### Floorplan with the power grid, run 1

Bar = 20 um. Pins as bars on the die edge.
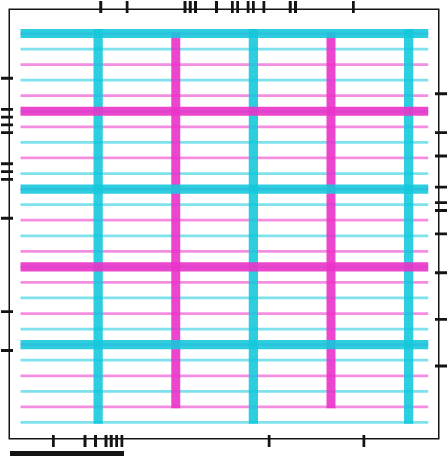
### Cell classes on the final placement, run 1

Bar = 20 um.
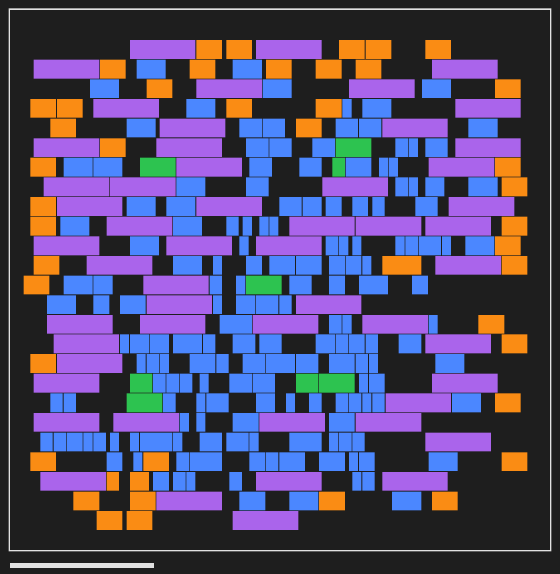
### Clock wires, drivers and flops, run 1

Bar = 20 um.
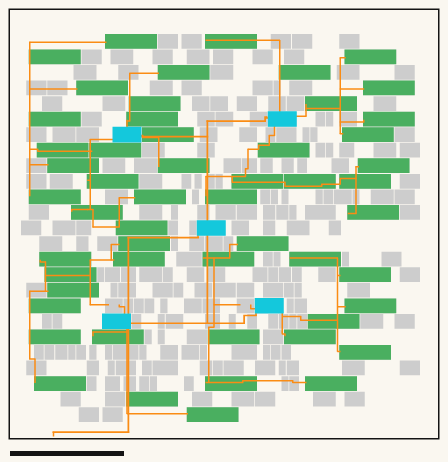
**config.mk**
```make
export PLATFORM = sky130hd
export DESIGN_NAME = imem_loader
export DESIGN_NICKNAME = d
export VERILOG_FILES = /design/src/rtl/imem_loader.sv
export SDC_FILE = /design/constraint.sdc
export NUM_CORES = 1
export LEC_CHECK = 0
export CAP_MARGIN = 40
export CORE_MARGIN = 1.5
export CORE_UTILIZATION = 50
export DETAILED_ROUTE_END_ITERATION = 6
export PLACE_DENSITY = 0.76
export SLEW_MARGIN = 25
export SYNTH_ARGS = -nofsm -noshare
export SYNTH_HDL_FRONTEND = slang
export SYNTH_SLANG_ARGS = --single-unit
```
**constraint.sdc**
```tcl
create_clock -name clk -period 5.9 [get_ports clk]
set_input_delay 0.885 -clock clk [delete_from_list [all_inputs] [get_ports clk]]
set_output_delay 0.885 -clock clk [all_outputs]
set_load 0.05 [all_outputs]
```
**src/rtl/imem_loader.sv**
```systemverilog
// Boot-time instruction loader: turns a length-prefixed byte stream into
// sequential n-bit writes on the imem write port, holding the CPU while busy.
module imem_loader #(
    parameter int n = 16,
    parameter int r = 5
) (
    input  logic         clk,
    input  logic         reset,
    input  logic         start,
    input  logic         in_valid,
    input  logic [7:0]   in_byte,
    output logic         in_ready,
    output logic         mem_we,
    output logic [r-1:0] mem_addr,
    output logic [n-1:0] mem_wdata,
    output logic         busy,
    output logic         done,
    output logic         err,
    output logic [r:0]   word_count
);

    localparam int BYTES = n / 8;
    localparam int BW    = (BYTES > 1) ? $clog2(BYTES) : 1;
    localparam int DEPTH = 1 << r;

    typedef enum logic [2:0] {
        IDLE,
        LEN,
        DATA,
        WRITE,
        DONE
    } state_t;

    state_t         state_reg;
    state_t         state_next;
    logic [7:0]     len_reg;
    logic [r-1:0]   idx_reg;
    logic [BW-1:0]  byte_cnt_reg;
    logic [n-1:0]   asm_reg;
    logic [r-1:0]   mem_addr_reg;
    logic [n-1:0]   mem_wdata_reg;
    logic           err_reg;
    logic [r:0]     word_count_reg;

    logic [n+7:0]   asm_cat;
    logic [n-1:0]   asm_next;
    logic           last_byte;
    logic           last_word;
    logic           too_long;

    // New byte enters at the LSB, so the first byte of a word ends up in the MSB.
    assign asm_cat   = {asm_reg, in_byte};
    assign asm_next  = asm_cat[n-1:0];
    assign last_byte = (byte_cnt_reg == BW'(BYTES - 1));
    assign last_word = (32'(idx_reg) == (32'(len_reg) - 32'd1));
    assign too_long  = (32'(in_byte) > 32'(DEPTH));

    always_ff @(posedge clk or negedge reset) begin
        if (!reset) begin
            state_reg <= IDLE;
        end else begin
            state_reg <= state_next;
        end
    end

    always_comb begin
        state_next = state_reg;
        in_ready   = 1'b0;
        mem_we     = 1'b0;
        busy       = 1'b1;
        done       = 1'b0;
        case (state_reg)
            IDLE: begin
                busy = 1'b0;
                if (start) begin
                    state_next = LEN;
                end
            end
            LEN: begin
                in_ready = 1'b1;
                if (in_valid) begin
                    if (in_byte == 8'd0) begin
                        state_next = DONE;
                    end else if (too_long) begin
                        state_next = IDLE;
                    end else begin
                        state_next = DATA;
                    end
                end
            end
            DATA: begin
                in_ready = 1'b1;
                if (in_valid && last_byte) begin
                    state_next = WRITE;
                end
            end
            WRITE: begin
                mem_we     = 1'b1;
                state_next = last_word ? DONE : DATA;
            end
            DONE: begin
                done       = 1'b1;
                state_next = IDLE;
            end
            default: begin
                state_next = IDLE;
            end
        endcase
    end

    always_ff @(posedge clk or negedge reset) begin
        if (!reset) begin
            len_reg        <= '0;
            idx_reg        <= '0;
            byte_cnt_reg   <= '0;
            asm_reg        <= '0;
            mem_addr_reg   <= '0;
            mem_wdata_reg  <= '0;
            err_reg        <= 1'b0;
            word_count_reg <= '0;
        end else begin
            case (state_reg)
                IDLE: begin
                    if (start) begin
                        err_reg        <= 1'b0;
                        word_count_reg <= '0;
                    end
                end
                LEN: begin
                    if (in_valid) begin
                        if (too_long) begin
                            err_reg <= 1'b1;
                        end else begin
                            len_reg <= in_byte;
                        end
                        idx_reg      <= '0;
                        byte_cnt_reg <= '0;
                        asm_reg      <= '0;
                    end
                end
                DATA: begin
                    if (in_valid) begin
                        asm_reg <= asm_next;
                        if (last_byte) begin
                            // Present the finished word on the port for the WRITE cycle.
                            byte_cnt_reg  <= '0;
                            mem_wdata_reg <= asm_next;
                            mem_addr_reg  <= idx_reg;
                        end else begin
                            byte_cnt_reg <= byte_cnt_reg + BW'(1);
                        end
                    end
                end
                WRITE: begin
                    word_count_reg <= word_count_reg + (r+1)'(1);
                    if (!last_word) begin
                        idx_reg <= idx_reg + r'(1);
                    end
                end
                default: begin
                end
            endcase
        end
    end

    assign mem_addr   = mem_addr_reg;
    assign mem_wdata  = mem_wdata_reg;
    assign err        = err_reg;
    assign word_count = word_count_reg;

endmodule

```
==> flow_metrics.tcl, run 1 <==
# metrics dict for downstream scripts
set metrics [dict create \
    critPathArrivalTime_ns 2.92 \
    ys_seq_share_pct 51.4 \
    critPathKind "register to output pin" \
    grt_antenna_before_repair 0 \
    synth-async-reset-ratio_pct 100 \
    synth-seq-cells 53 \
    grt_use_total_pct 21.4 \
    share_seq_of_total_power_pct 36.5 \
    synth-cells-yosys 233 \
    ys_top_logic_family "simple AND/OR/NAND/NOR gates" \
    period_minus_slack_ns 3.80 \
    peakVddDrop_mv 0.340 \
    powerDensity_nw_per_um2 559 \
    power_frac_comb_pct 51.7 \
    detail_route.wl_per_cell_um 15.5 \
    placed_cell_area_um2 3060 \
    initialDrtViolationCount 178 \
    cts_buffer_depth 2 \
    post_cts_resize_count 0 \
    status "finished, final reports clean" \
    layout.filler_cells 406 \
    critical_path.max_fanout 24 \
    sequential_cell_area_in_the_final_layout_um2 1330 \
    sw_frac_of_total_pct 45.9 \
    timing.hold.worst.class "register to register" \
]
Notes on 'Floorplan with the power grid' above:
| color | net |
|---|---|
| cyan | VSS |
| magenta | VDD |
met4 straps: 5
rows: 25
Floorplan Core Area: 4850 um^2
overall die height: 74.8 um
die extent in x: 74.8 um

Notes on 'Cell classes on the final placement' above:
| color | class | cells |
|---|---|---|
| purple | sequential cells | 53 |
| green | clock drivers and dummy loads | 8 |
| blue | remaining logic cells | 169 |
| orange | remaining buffers and delay cells | 45 |
final core occ: 65.1%
post-route cell area: 3150 um^2
flop share of the area: 42.0%
count of standard-cell rows: 25

Notes on 'Clock wires, drivers and flops' above:
[green] flip-flops | count: 53
[orange] clock wires | length: 605 um
[cyan] clock-net drivers | count: 5
flops lie: spread over the die
routed clock nets: 6
clk_skew: 0.00912 ns
insertion delay to the later sink of the worst-skew pair: 0.32 ns

==> run 1: worst max-delay path, cell delays in order, from the launching register on <==
cell,delay [ns]
sky130_fd_sc_hd__dfrtp_1,0.85
sky130_fd_sc_hd__nand3b_1,0.56
sky130_fd_sc_hd__clkinv_1,0.33
sky130_fd_sc_hd__clkdlybuf4s50_1,0.85
==> run 1: area by class of cell <==
class,count,area share (%)
Sequential cell,53,42.0
Inverter,6,0.714
Multi-Input combinational cell,163,37.5
Clock inverter,3,0.714
Tap cell,67,2.66
Clock buffer,5,2.18
Timing Repair Buffer,45,14.2
==> run 1: layer usage <==
layer / track usage [%] / part of all wire (%)
met2: 31.3 / 45
met4: 6.87 / 1.5
met3: 5.22 / 4.4
met1: 31.5 / 49
met5: 0 / 0
==> run 1: per-stage QoR <==
| step | total power [uW] | hold slack (ns) | instances |
|---|---|---|---|
| global route | 1880 | 0.529 | 342 |
| CTS | 1770 | 0.506 | 342 |
| global placement | 1540 | 0.479 | 333 |
| floorplan | 1290 | 0.482 | 233 |
| finish | 1760 | 0.503 | 342 |
| detailed placement | 1560 | 0.487 | 334 |
==> run 1: final timing paths <==
kind	start	to	slack (ns)	depth (start not counted)
worst max-delay path	state_reg[0]	mem_we	2.10	3
max in group asynchronous	reset	idx_reg[2]	4.79	2
worst min register to register	word_count[5]	word_count[5]	0.50	1
worst max register to register	state_reg[0]	idx_reg[0]	3.63	4
worst min-delay path	word_count[5]	word_count[5]	0.50	1
min in group asynchronous	reset	mem_addr[0]	0.67	2
==> run 1: power by group through the flow <==
stage	Combinational, uW	Sequential, uW	Clock [uW]
finish	911	644	207
global route	980	670	225
CTS	917	642	214
detailed placement	913	649	0
global placement	894	644	0
floorplan	452	837	0
==> run 1: kinds of logic after synthesis <==
family	count (synthesis)
AND/OR/NAND/NOR	73
flip-flops	53
AND-OR/OR-AND	47
multiplexers	30
buffers and inverters	17
XOR/XNOR	10
adder cells (fa/ha/maj)	3
==> run 1: placed cells by master (no fill, tap or decap), types with 2 or more instances in the layout <==
cell                              count
sky130_fd_sc_hd__mux2_2              27
sky130_fd_sc_hd__ha_1                 3
sky130_fd_sc_hd__xnor2_1              7
sky130_fd_sc_hd__or3_1                4
sky130_fd_sc_hd__a22o_1              14
sky130_fd_sc_hd__dfrtp_1             53
sky130_fd_sc_hd__mux2i_1              3
sky130_fd_sc_hd__nor3b_1              2
sky130_fd_sc_hd__nand2_1             25
sky130_fd_sc_hd__o21ai_0             12
sky130_fd_sc_hd__nor3_2               2
sky130_fd_sc_hd__o211a_1              3
sky130_fd_sc_hd__a21o_1               2
sky130_fd_sc_hd__inv_1                5
sky130_fd_sc_hd__clkinv_4             2
sky130_fd_sc_hd__clkdlybuf4s50_1     42
sky130_fd_sc_hd__a31oi_1              2
sky130_fd_sc_hd__nand3_1             10
sky130_fd_sc_hd__nor3_1               6
sky130_fd_sc_hd__nand4_1              2
sky130_fd_sc_hd__nor2b_1              2
sky130_fd_sc_hd__nor2_1               9
sky130_fd_sc_hd__or4b_2               2
sky130_fd_sc_hd__clkbuf_8             5
sky130_fd_sc_hd__xor2_1               3
sky130_fd_sc_hd__and3_1               3
sky130_fd_sc_hd__a21oi_1              6
## Run 2: what changed since run 1
==> constraint.sdc (replaced) <==
create_clock -name clk -period 3.65 [get_ports clk]
set_input_delay 0.5475 -clock clk [delete_from_list [all_inputs] [get_ports clk]]
set_output_delay 0.5475 -clock clk [all_outputs]
set_load 0.05 [all_outputs]
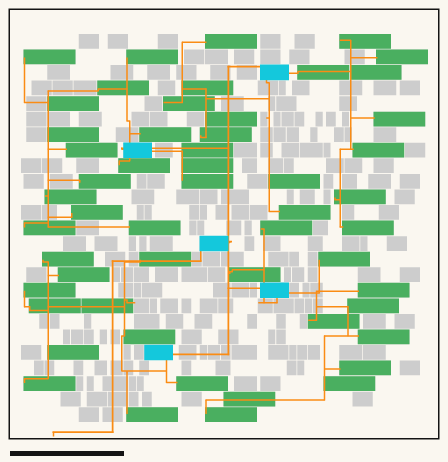
*Clock wires, drivers and flops, run 2*
Bar = 20 um.
[cyan] clock-net drivers | count: 5
[green] flip-flops | count: 53
[orange] clock wires | length: 615 um
flops lie: spread over the die
clk_skew: 0.00893 ns
relative contribution of the clock network to total power: 11.5%
insertion delay to the later sink of the worst-skew pair: 0.31 ns
power consumed by the clock network: 328 uW

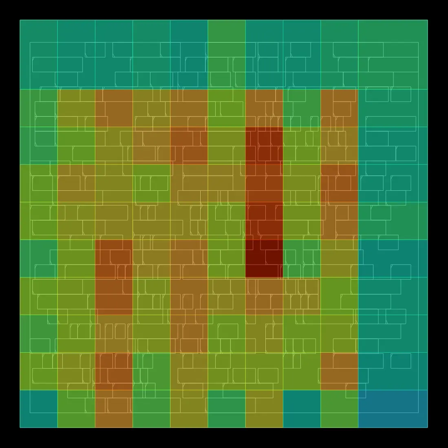
*Routing congestion map, run 2*
detail-routed net length per standard cell: 15.5 um
aggregate global-route resource usage: 21.7%

==> run 2 against run 1 <==
Against the previous run:
- utilization rose by 0.077 points
- combinational power is 67% higher
- highest routed layer unchanged
- clock skew about the same
- critical path type unchanged
- synthesized cell count is the same
==> flow_metrics.tcl, run 2 <==
# metrics dict for downstream scripts
set metrics [dict create \
    status "finished, final reports clean" \
    synth-seq-cells 53 \
    place.detailed.instances 336 \
    post_cts_hold_buffer_count 0 \
    num_antenna_cells 0 \
    layout_top_cell_excl_fill_tap "sky130_fd_sc_hd__dfrtp_1" \
    cts_buffer_depth 2 \
    synth-async-reset-ratio_pct 100 \
    placementRows 25 \
    synth.lib_cells_used.distinct 42 \
    period_minus_slack_ns 2.95 \
    share_seq_of_total_power_pct 35.3 \
    peakVddDrop_mv 0.585 \
    post-synth-top-area-cell "sky130_fd_sc_hd__dfrtp_1" \
    sw_frac_of_total_pct 45.7 \
    final.period_utilization_pct 80.9 \
    coreArea_um2 4850 \
    powerDensity_nw_per_um2 905 \
    initialDrtViolationCount 150 \
    overall_die_height_um 74.8 \
    critPathKind "register to output pin" \
    synth-cells-yosys 233 \
    timing.hold.worst.class "input pin to asynchronous set/reset pin" \
    syn-instance-count 233 \
    ys_seq_share_pct 51.4 \
    stdcell_count 344 \
    power_frac_comb_pct 53.2 \
    hold_violations 0 \
    ys_top_logic_family "simple AND/OR/NAND/NOR gates" \
    sequential_cell_area_in_the_final_layout_um2 1330 \
    drt-pass1-iter-count 4 \
    die_width_um 74.8 \
    whs_ns 0.167 \
    finish.utilization_pct 65.1 \
    layout.filler_cells 415 \
    yosys.area_share.aoi_pct 13.0 \
    critPathArrivalTime_ns 2.41 \
    post_cts_resize_count 0 \
    routed_via_density 5.58 \
    post-synth-top-count-cell "sky130_fd_sc_hd__dfrtp_1" \
    grt_antenna_before_repair 0 \
    global_route_wire_length_before_repair_um 9080 \
    critical_path.max_fanout 19 \
    lay_top_cells "sky130_fd_sc_hd__dfrtp_1, sky130_fd_sc_hd__clkdlybuf4s50_1, sky130_fd_sc_hd__mux2_2, sky130_fd_sc_hd__nand2_1, sky130_fd_sc_hd__a22o_1" \
    start_kind "register" \
    layout.nets 291 \
    initCoreUtil_pct 53.2 \
]
## run 2: area by class of cell
type	count	share of cell area [%]
inverter	6	0.713
clock inverter	2	0.475
clock buffer	6	2.30
multi-input combinational	163	37.4
sequential	53	42.0
timing repair buffer	47	14.4
tap	67	2.65
## run 2: per-stage QoR
step	power [uW]	area, um^2
after global routing	3040	3160
after detailed placement	2550	3070
final	2860	3160
after floorplan	2080	2580
after global placement	2510	3070
after CTS	2880	3160
## run 2: kinds of logic after synthesis
family | count (synthesis)
and+or+nand+nor | 73
DFF | 53
AOI/OAI and AO/OA | 47
muxes | 30
buffers and inverters | 17
xor gates and xnor gates | 10
adders and majority gates | 3
## run 2: worst paths after layout
path / startpoint / end / slack, ns / cells past startpoint
max reg2reg: len_reg[0] / idx_reg[1] / 1.40 / 7
min reg2reg: err / err / 0.51 / 1
max: state_reg[1] / mem_we / 0.70 / 4
min in group clk: err / err / 0.51 / 1
min: reset / mem_wdata[15] / 0.17 / 1
max in group asynchronous: reset / len_reg[0] / 2.71 / 2
## run 2: power groups by stage
| stage | combinational [uW] | sequential (uW) | clock [uW] |
|---|---|---|---|
| after floorplan | 731 | 1350 | 0 |
| after global placement | 1500 | 1010 | 0 |
| after detailed placement | 1530 | 1020 | 0 |
| after CTS | 1530 | 1010 | 343 |
| after global routing | 1630 | 1050 | 367 |
| final | 1520 | 1010 | 328 |
## run 2: worst max-delay path, cell delays in order, from the launching register on
cell	delay, ns
sky130_fd_sc_hd__dfrtp_1	0.74
sky130_fd_sc_hd__nand3b_1	0.15
sky130_fd_sc_hd__buf_4	0.21
sky130_fd_sc_hd__clkinv_1	0.16
sky130_fd_sc_hd__clkdlybuf4s50_1	0.83
## run 2: metal layers
metal	global-route usage, %	vias up	routed length (um)
met5	0	-	0
met1	31.2	943	2480
met3	4.02	7	236
li1	-	926	-
met4	7.27	0	80
met2	33.2	43	2530
## Run 3: what changed since run 2
==> constraint.sdc (replaced) <==
create_clock -name clk -period 3 [get_ports clk]
set_input_delay 0.45 -clock clk [delete_from_list [all_inputs] [get_ports clk]]
set_output_delay 0.45 -clock clk [all_outputs]
set_load 0.05 [all_outputs]
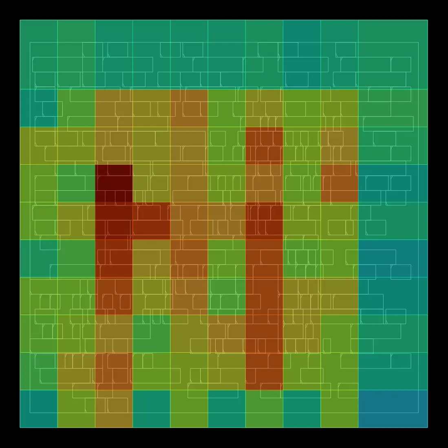
*Routing congestion map, run 3*
final core occ: 65.5%
global-route track usage on met2: 32.4%
met3 track demand over resource: 3.35%

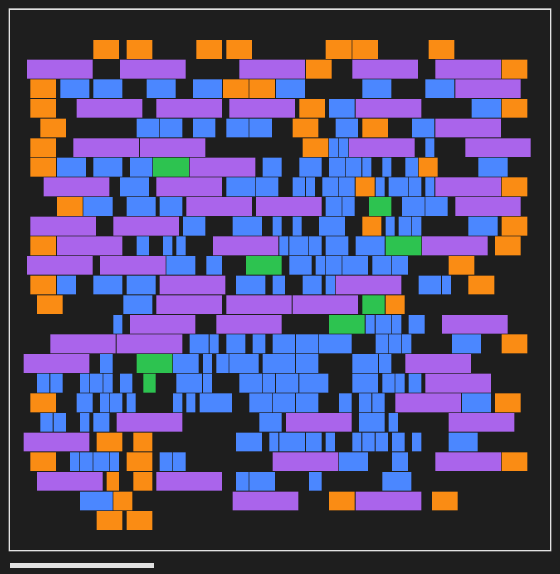
*Cell classes on the final placement, run 3*
Bar = 20 um.
| color | class | cells |
|---|---|---|
| purple | sequential cells | 53 |
| orange | remaining buffers and delay cells | 49 |
| green | clock drivers and dummy loads | 8 |
| blue | remaining logic cells | 169 |
post-route cell area: 3170 um^2
flop share of the area: 41.8%

==> run 3 against run 2 <==
Against the previous run:
- worst hold slack got worse by 0.15 ns
- critical endpoint is now busy
- via count shrank 1.6%
- clock skew is 0.0012 ns higher
- sequential share of layout area decreased by 0.22 points
- critical path depth fell by 2
- largest power group unchanged
- power rose by 22%
- synthesized cell count stayed put
- global-route usage shrank 0.89 points
- routed wire length is 2.1% lower
- highest routed layer unchanged
- area after synthesis unchanged
- sequential power grew 23%
==> flow_metrics.tcl, run 3 <==
# metrics dict for downstream scripts
set metrics [dict create \
    global_route_wire_length_before_repair_um 8690 \
    post_cts_hold_buffer_count 0 \
    lay_top_cells "sky130_fd_sc_hd__dfrtp_1, sky130_fd_sc_hd__clkdlybuf4s50_1, sky130_fd_sc_hd__mux2_2, sky130_fd_sc_hd__nand2_1, sky130_fd_sc_hd__a22o_1" \
    period_minus_slack_ns 2.55 \
    ys_seq_share_pct 51.4 \
    layout_top_cell_excl_fill_tap "sky130_fd_sc_hd__dfrtp_1" \
    start_kind "register" \
    overall_die_height_um 74.8 \
    post_cts_resize_count 0 \
    critPathKind "register to output pin" \
    worstReg2RegStart "len_reg[0]" \
    drt-pass1-iter-count 4 \
    layout.nets 293 \
    powerDensity_nw_per_um2 1100 \
    critPathArrivalTime_ns 2.10 \
    insertion_delay_to_the_later_sink_of_the_worst_skew_pair_ns 0.31 \
    routed_via_density 5.46 \
    coreArea_um2 4850 \
    placementRows 25 \
    whs_ns 0.0192 \
    status "finished, final reports clean" \
    peakVddDrop_mv 0.554 \
    hold_violations 0 \
    ys_top_logic_family "simple AND/OR/NAND/NOR gates" \
    worst_reg2reg_path_depth 7 \
    post-synth-top-count-cell "sky130_fd_sc_hd__dfrtp_1" \
    timing.reg2reg.setup_slack_ns 0.73 \
    num_antenna_cells 0 \
    timing.hold.worst.class "input pin to asynchronous set/reset pin" \
    layout.filler_cells 406 \
    detail_route.wl_per_cell_um 15.1 \
    critical_path.max_fanout 19 \
    final.setup_skew_ns 0.0102 \
    die_width_um 74.8 \
    grt_antenna_before_repair 0 \
    yosys.area_share.aoi_pct 13.0 \
    final.period_utilization_pct 85.1 \
    initCoreUtil_pct 53.2 \
    post-synth-top-area-cell "sky130_fd_sc_hd__dfrtp_1" \
    synth-async-reset-ratio_pct 100 \
]
-- run 3: worst max path at each step --
stage / from / to / slack, ns
2_1_floorplan: state_reg[0] / done / 0.54
3_3_place_gp: in_valid / len_reg[0] / 0.52
3_5_place_dp: in_valid / len_reg[3] / 0.44
4_1_cts: state_reg[1] / busy / 0.44
5_1_grt: state_reg[1] / in_ready / 0.36
6_report: state_reg[1] / busy / 0.45
-- run 3: kinds of logic after synthesis --
family | after synthesis
multiplexers | 30
flip-flops | 53
AND-OR/OR-AND | 47
AND/OR/NAND/NOR | 73
XOR/XNOR | 10
buffers and inverters | 17
adder cells (fa/ha/maj) | 3
-- run 3: metal layers --
layer	routed length, um	GRT usage, %
met4	61	6.67
met5	0	0
met1	2420	29.9
met3	272	3.35
met2	2460	32.4
-- run 3: per-stage QoR --
step / total power, uW / setup slack (ns) / utilization, % / cells / cell area [um^2]
2_1_floorplan: 2540 / 0.537 / - / 233 / 2580
3_3_place_gp: 3050 / 0.520 / 63.6 / 338 / 3080
3_5_place_dp: 3100 / 0.437 / 63.6 / 338 / 3080
4_1_cts: 3520 / 0.444 / 65.5 / 346 / 3170
5_1_grt: 3710 / 0.361 / 65.5 / 346 / 3170
6_report: 3490 / 0.446 / 65.5 / 346 / 3170
-- run 3: critical path, stage by stage, from the launching register on --
cell	delay, ns
sky130_fd_sc_hd__dfrtp_1	0.60
sky130_fd_sc_hd__or3_1	0.48
sky130_fd_sc_hd__clkdlybuf4s50_1	0.72
-- run 3: final cells by class --
cell class                 count  area share, %
multi-input combinational    163           37.2
timing repair buffer          49           14.7
tap                           67           2.64
clock buffer                   5           2.17
inverter                       6          0.710
sequential                    53           41.8
clock inverter                 3          0.710
-- run 3: report_power, final --
part	total, uW	switching [uW]	internal (uW)
Sequential	1240	263	978
Combinational	1840	1090	754
Clock	407	241	166
No activity file was given, so power comes from the tool's default toggle rates.
